File: src/rtl/loop_nest_ctrl.sv
// loop_nest_ctrl
//   N-level nested-loop iterator. A configuration beat supplies a maximum
//   value per level. The block then emits one output beat per iteration of
//   the loop nest. Counting is odometer style and every level counts down:
//   level 0 is the innermost loop and changes fastest. Each level loads max,
//   counts down to 0, and then wraps back to max when the levels below it
//   roll over.
//
// Ports
//   clk        clock
//   rstn_g     asynchronous active-low global reset
//   cfg_valid  configuration beat valid
//   cfg_ready  configuration accepted (high only while idle)
//   cfg_max    per-level max; level k occupies [k*W +: W]
//   m_valid    output beat valid (high while running)
//   m_ready    downstream accepts the beat
//   m_count    per-level count, packed the same way as cfg_max
//   m_first    bit k set when count[k] == max[k]
//   m_last     bit k set when count[k] == 0
//   m_done     one-cycle pulse in the cycle after the final beat is accepted
//   busy       high while running
module loop_nest_ctrl #(
  parameter int W = 8,
  parameter int N = 3
) (
  input  logic           clk,
  input  logic           rstn_g,
  input  logic           cfg_valid,
  output logic           cfg_ready,
  input  logic [N*W-1:0] cfg_max,
  output logic           m_valid,
  input  logic           m_ready,
  output logic [N*W-1:0] m_count,
  output logic [N-1:0]   m_first,
  output logic [N-1:0]   m_last,
  output logic           m_done,
  output logic           busy
);

  typedef enum logic {
    IDLE = 1'b0,
    RUN  = 1'b1
  } state_t;

  state_t               state;
  logic [N-1:0][W-1:0]  cnt_q;
  logic [N-1:0][W-1:0]  max_q;
  logic [N-1:0][W-1:0]  cnt_nxt;
  logic [N-1:0]         lower_zero;
  logic                 accept;
  logic                 final_beat;

  // The handshake outputs are direct decodes of the state flop. m_valid
  // therefore never depends on m_ready in the same cycle.
  assign m_valid   = (state == RUN);
  assign busy      = (state == RUN);
  assign cfg_ready = (state == IDLE);
  assign m_count   = cnt_q;

  assign accept     = m_valid & m_ready;
  assign final_beat = &m_last;

  // Decode the per-level flags and compute the odometer step.
  // A level moves only when every level below it sits at 0. A level that
  // moves wraps to its max instead of underflowing, so max = 2^W-1 works.
  // NOTE: every signal is given a default at the top of always_comb so that
  // no path can leave it unassigned and infer a latch.
  always_comb begin
    m_first    = '0;
    m_last     = '0;
    lower_zero = '0;
    cnt_nxt    = cnt_q;
    for (int k = 0; k < N; k++) begin
      m_first[k] = (cnt_q[k] == max_q[k]);
      m_last[k]  = (cnt_q[k] == '0);
    end
    lower_zero[0] = 1'b1;
    for (int k = 1; k < N; k++) begin
      lower_zero[k] = lower_zero[k-1] & m_last[k-1];
    end
    for (int k = 0; k < N; k++) begin
      if (lower_zero[k]) begin
        cnt_nxt[k] = m_last[k] ? max_q[k] : cnt_q[k] - W'(1);
      end
    end
  end

  // NOTE: the counter and max registers are asynchronously reset along with
  // the state. A reset in the middle of a job therefore leaves clean zeros,
  // not stale values.
  // NOTE: sequential state uses non-blocking assignments. Every flop then
  // samples pre-edge values, no matter what order the statements are in.
  always_ff @(posedge clk or negedge rstn_g) begin
    if (!rstn_g) begin
      state  <= IDLE;
      cnt_q  <= '0;
      max_q  <= '0;
      m_done <= 1'b0;
    end else begin
      m_done <= 1'b0;
      case (state)
        IDLE: begin
          if (cfg_valid) begin
            max_q <= cfg_max;
            cnt_q <= cfg_max;
            state <= RUN;
          end
        end
        RUN: begin
          if (accept) begin
            // The final beat leaves the counts at zero rather than wrapping.
            if (final_beat) begin
              state  <= IDLE;
              m_done <= 1'b1;
            end else begin
              cnt_q <= cnt_nxt;
            end
          end
        end
        default: state <= IDLE;
      endcase
    end
  end

endmodule
File: config.mk
export PLATFORM = sky130hd
export DESIGN_NAME = loop_nest_ctrl
export DESIGN_NICKNAME = d
export VERILOG_FILES = /design/src/rtl/loop_nest_ctrl.sv
export SDC_FILE = /design/constraint.sdc
export NUM_CORES = 1
export LEC_CHECK = 0
export CAP_MARGIN = 20
export CORE_ASPECT_RATIO = 1.75
export CORE_MARGIN = 4
export CORE_UTILIZATION = 25
export CTS_CLUSTER_SIZE = 14
export DETAILED_ROUTE_END_ITERATION = 8
export DONT_BUFFER_PORTS = 1
export PLACE_DENSITY = 0.39
export SLEW_MARGIN = 5
export SYNTH_ARGS = -nofsm -noshare
export SYNTH_HDL_FRONTEND = slang
export SYNTH_SLANG_ARGS = --single-unit
File: constraint.sdc
create_clock -name clk -period 4.9 [get_ports clk]
set_input_delay 0.49 -clock clk [delete_from_list [all_inputs] [get_ports clk]]
set_output_delay 0.49 -clock clk [all_outputs]
set_load 0.01 [all_outputs]
run_1/layer_met1.png
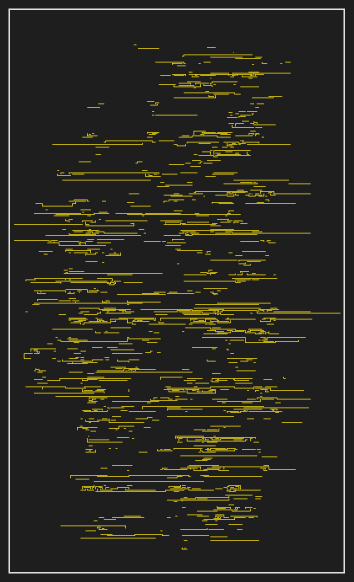
longest straight run = 33.6 um
share of all routed wire = 38%
via count: 2568
final WL: 9760 um
grt met1 use: 0.147

run_1/io_fan.png
Scale bar: 20 um.
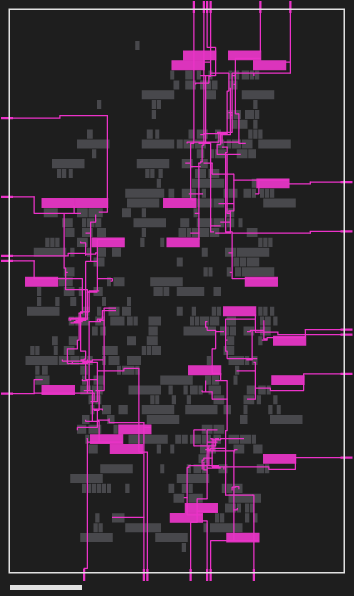
`m_count` -> magenta  # bits 24, direction output, end cells 24, wire 1780 um
I/O pin count: 62
port bufs: 0

==> Changelog: implementation, run 1 <==
### Changed

- Post-synth seq share: 0.403
- CP Launch Type: flip-flop
- Setup violators final: 0
- Yosys warning total: 0
- Number of fillers in the final layout: roughly 1400
- Core Area: ~12000 um2
- Fmax: ~340 MHz
- Die width: 92.2 um
- Max_cap viols: 0
- Initial antenna violation count: 0
- Placement-stage cell area: ~3200 um2
- Post-Synthesis Cells: ~370
- Maximum vdd drop: ~240 uV
- Global-route wire length before repair: about 16000 um
- Clock transition at path regs: roughly 0.080 ns
- R2R depth: 6
- Outcome: finished clean
- Ys async rst share: 1.00
- Final hold vios: 0
- Largest net degree at the start of global routing: roughly 50
- Sequential power share: 0.441
- CP max stage delay: ~0.54 ns
- Slew HR: 0.494
- DR vias/cell: 4.90
- Logic area: 1670 um2
- Worst hold slack: 0.0334 ns
- Flop2flop setup slack: approximately 2 ns
- Reg2reg end: m_count[17]$_DFFE_PN0P_
run_1/congestion.png
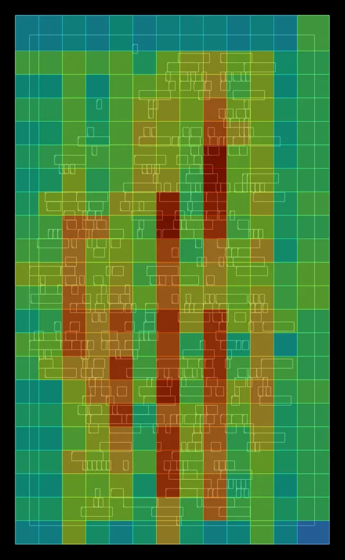
Total Routing Usage GR: 0.141
M2 GR Usage: 0.274
gr busiest metal: met2
WL/cell: 18.6 um
global routing usage on met3: 0.0319

-- run 1: power groups by stage --
stage / Sequential (mW) / Clock (mW) / Combinational, mW
floorplan: 0.624 / 0 / 0.449
global placement: 0.741 / 0 / 0.444
detailed placement: 0.740 / 0 / 0.442
CTS: 0.732 / 0.487 / 0.457
global route: 0.752 / 0.497 / 0.508
finish: 0.727 / 0.474 / 0.448
-- run 1: synth_stat cells, types with 8 or more instances --
cell type	instances	area (um2)
nor3_1	10	50.1
a31oi_1	12	75.1
a21oi_1	13	65.1
nor2_1	30	113
dfrtp_1	50	1250
xnor2_1	29	254
clkbuf_1	17	63.8
nand2_1	87	327
o21ai_0	14	70.1
inv_1	15	56.3
o211ai_1	8	60.1
-- run 1: sequential cells by signal (all words and copies together), names as in the netlist --
name     count
busy         1
m_count     24
m_done       1
max_q       24
-- run 1: worst max path at each step --
| stage | from | endpoint | slack, ns | cells past startpoint |
|---|---|---|---|---|
| finish | m_count[0]$_DFFE_PN0P_ | m_count[17]$_DFFE_PN0P_ | 1.94 | 6 |
| floorplan | m_count[0]$_DFFE_PN0P_ | m_count[17]$_DFFE_PN0P_ | 2.26 | 8 |
| CTS | m_count[0]$_DFFE_PN0P_ | m_count[17]$_DFFE_PN0P_ | 1.91 | 6 |
| global route | m_count[0]$_DFFE_PN0P_ | m_count[10]$_DFFE_PN0P_ | 1.70 | 8 |
| detailed placement | m_count[0]$_DFFE_PN0P_ | m_count[17]$_DFFE_PN0P_ | 1.92 | 6 |
| global placement | m_count[0]$_DFFE_PN0P_ | m_count[17]$_DFFE_PN0P_ | 1.96 | 6 |
-- run 1: layout by cell type (no fill, tap or decap), types with 8 or more instances in the layout --
cell type / count
dfrtp_1: 50
inv_1: 15
a21oi_1: 13
o21ai_0: 14
nor2_1: 30
nand2_1: 87
nor3_1: 10
xnor2_1: 29
a31oi_1: 12
o211ai_1: 8
-- run 1: layer usage --
metal / vias up / track usage / share of wire
li1: 1248 / - / -
met4: 0 / 0.0446 / 0.017
met3: 11 / 0.0319 / 0.047
met5: - / 0 / 0
met2: 48 / 0.274 / 0.56
met1: 1261 / 0.147 / 0.38
-- run 1: metrics by stage --
stage | utilization | power, mW | cells | setup WS [ns]
after floorplan | - | 1.07 | 371 | 2.26
after detailed placement | 0.266 | 1.18 | 515 | 1.92
after global routing | 0.285 | 1.76 | 524 | 1.70
after global placement | 0.266 | 1.18 | 515 | 1.96
final | 0.285 | 1.65 | 524 | 1.94
after CTS | 0.285 | 1.68 | 524 | 1.91
-- run 1: cell families after synthesis --
group	count (synthesis)	synth area share
XOR/XNOR	32	0.0904
buffers and inverters	41	0.0597
multiplexers	11	0.0383
AND/OR/NAND/NOR	157	0.225
flip-flops	50	0.403
adder cells (fa/ha/maj)	4	0.0161
AND-OR/OR-AND	76	0.167
-- run 1: critical path, delay by kind of cell, from the launching register on --
kind,cells,cell delay [ns]
AND/OR/NAND/NOR,2,0.88
AND-OR/OR-AND,1,0.54
flip-flops,1,0.51
adder cells (fa/ha/maj),1,0.33
buffers and inverters,1,0.18
multiplexers,1,0.40
-- run 1: what timing repair did --
item                      CTS  global route
hold endpoints to repair   50             0
buffers inserted            0             0
hold buffers                1             0
--- run 2 (diff from run 1) ---
==> constraint.sdc (replaced) <==
create_clock -name clk -period 3 [get_ports clk]
set_input_delay 0.3 -clock clk [delete_from_list [all_inputs] [get_ports clk]]
set_output_delay 0.3 -clock clk [all_outputs]
set_load 0.01 [all_outputs]
run_2/clk_routes.png
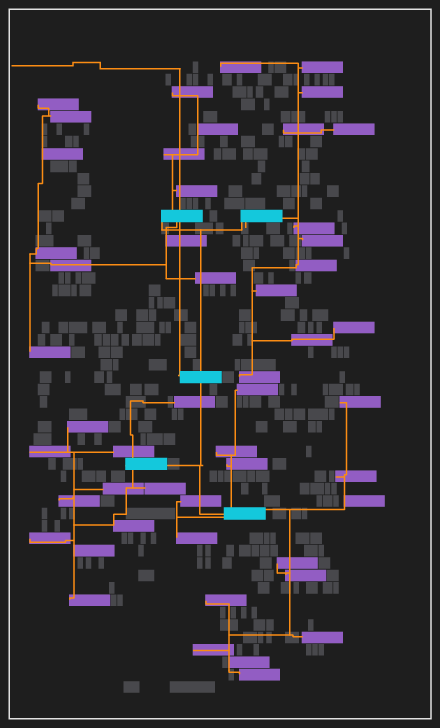
clock wires -> orange  # length 847 um
clock drivers -> cyan  # count 5
flip-flops -> purple  # count 50
flops lie = spread over the die
P_clk: 0.658 mW
Latency at later pin: 0.29 ns
clock skew: 0.00844 ns
share of total power in the clock network: 0.248

run_2/io_fan.png
Scale bar: 20 um.
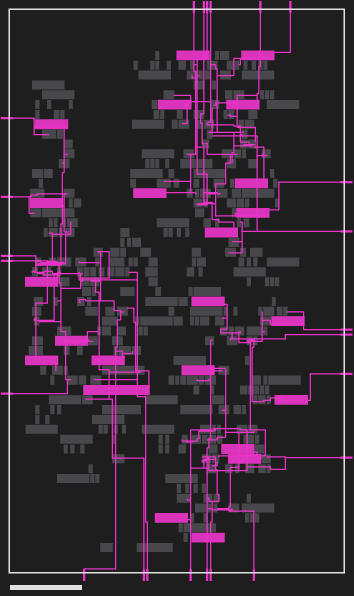
`m_count` -> magenta  # bits 24, direction output, end cells 24, wire 1930 um

==> run 2 against run 1 <==
Effect of this change: clock power up 39%; sequential share of layout area decreased by 0.99 points; critical path type unchanged; hold slack improved by 0.073 ns; register-to-register slack got worse by 1.4 ns; clock skew is 0.0012 ns lower; cell area grew 2.8%; critical endpoint unchanged; die size stayed put; first-iteration DRC count increased by 23%; routed wire length is 6.5% higher; utilization grew 0.80 points.
==> Changelog: implementation, run 2 <==
### Changed

- Dominant flop cell: dfrtp_1 (unchanged)
- CP Launch Type: flip-flop (unchanged)
- Final WL: 10400 um (was 9760 um)
- Number of fillers in the final layout: 1354 (was 1350)
- Logic area: 1670 um2 (unchanged)
- Outcome: finished clean (unchanged)
- DR vias/cell: 4.94 (was 4.90)
- WL/cell: 19.2 um (was 18.6 um)
- Setup violators final: 0 (unchanged)
- Global-route wire length before repair: 16300 um (was 15600 um)
- Final hold vios: 0 (unchanged)
- Die width: 92.2 um (unchanged)
- Tmin final: 2.50 ns (was 2.96 ns)
- Clock transition at path regs: 0.07 ns (was 0.08 ns)
- Most common cell in the netlist: nand2_1 (unchanged)
- Fmax: 401 MHz (was 338 MHz)
- Cell area leaders: dfrtp_1, nand2_1, xnor2_1 (unchanged)
- Routed Antenna Nets: 0 (unchanged)
- Post-Synthesis Cells: 371 (unchanged)
- Final core occ: 0.293 (was 0.285)
- Post-layout total power: 2.66 mW (was 1.65 mW)
- Largest net degree at the start of global routing: 51 (unchanged)
- Post-DP HPWL: 7460 um (was 7140 um)
- Max_cap viols: 0 (unchanged)
- Initial antenna violation count: 0 (unchanged)
- Total Routing Usage GR: 0.150 (was 0.141)
- Via count: 2675 (was 2568)
- Most frequent logic cell in the layout: nand2_1 (unchanged)
- Post-synth seq share: 0.403 (unchanged)
- Post-synth top area cell: dfrtp_1 (unchanged)
- Yosys stat chip area: 3100 um2 (unchanged)
- Maximum vdd drop: 323 uV (was 242 uV)
- Ys async rst share: 1.00 (unchanged)
- Core Area: 12100 um2 (unchanged)
- Top-area cell type share of the netlist area: 0.403 (unchanged)
- Syn nets: 403 (unchanged)
- Slew HR: 0.535 (was 0.494)
- Commonest cells in the synthesized netlist: nand2_1, dfrtp_1, nor2_1 (unchanged)
## run 2: cell counts after synthesis
No cell type changed its count.
## run 2: worst paths after layout
kind,cells after the start,start,to,slack [ns]
max,4,m_count[2]$_DFFE_PN0P_,m_count[17]$_DFFE_PN0P_,0.50
min,2,cfg_max[9],max_q[9]$_DFFE_PN0P_,0.11
max reg2reg,4,m_count[2]$_DFFE_PN0P_,m_count[17]$_DFFE_PN0P_,0.50
min reg2reg,2,max_q[2]$_DFFE_PN0P_,max_q[2]$_DFFE_PN0P_,0.53
max in group asynchronous,2,rstn_g,max_q[21]$_DFFE_PN0P_,2.23
min in group asynchronous,2,rstn_g,max_q[14]$_DFFE_PN0P_,0.51
## run 2: cell families after synthesis
family,synth area share
adder cells (fa/ha/maj),0.0161
AND/OR/NAND/NOR,0.225
flip-flops,0.403
AND-OR/OR-AND,0.167
buffers and inverters,0.0597
XOR/XNOR,0.0904
multiplexers,0.0383
## run 2: layer usage
| layer | global-route usage | vias to the layer above | wire, um |
|---|---|---|---|
| met5 | 0 | - | 0 |
| met2 | 0.281 | 70 | 5780 |
| li1 | - | 1291 | - |
| met4 | 0.0595 | 0 | 242 |
| met3 | 0.0368 | 11 | 538 |
| met1 | 0.157 | 1303 | 3830 |
## run 2: final cells by class
cell class	count	area share
inverter	16	0.0170
clock buffer	5	0.0354
clock inverter	3	0.0113
multi-input combinational	280	0.471
sequential	50	0.354
timing repair buffer	22	0.0530
tap	165	0.0583
## run 2: per-stage QoR
stage          setup WS (ns)  std cells  instance area [um2]  hold WS [ns]
2_1_floorplan          0.363        371                 3100       0.00441
3_3_place_gp           0.533        531                 3340       0.00751
3_5_place_dp           0.490        531                 3340       0.00735
4_1_cts                0.481        541                 3540        0.0978
5_1_grt                0.355        541                 3540        0.0973
6_report               0.505        541                 3540         0.106
## run 2: worst max-delay path, cell delays in order, from the launching register on
cell	delay, ns
dfrtp_1	0.50
or4_4	0.60
or3_4	0.44
o31ai_4	0.44
mux2_2	0.39
## run 2: what timing repair did
item / 4_1_cts / 5_1_grt
setup buffers: 0 / 0
resized: 0 / 0
hold endpoints to repair: 50 / 0
hold buffers: 2 / 0
## run 2: power breakdown
part           switching, mW  internal, mW
sequential             0.280         0.817
clock                  0.267         0.391
combinational          0.455         0.448
Power and IR drop assume default switching activity.
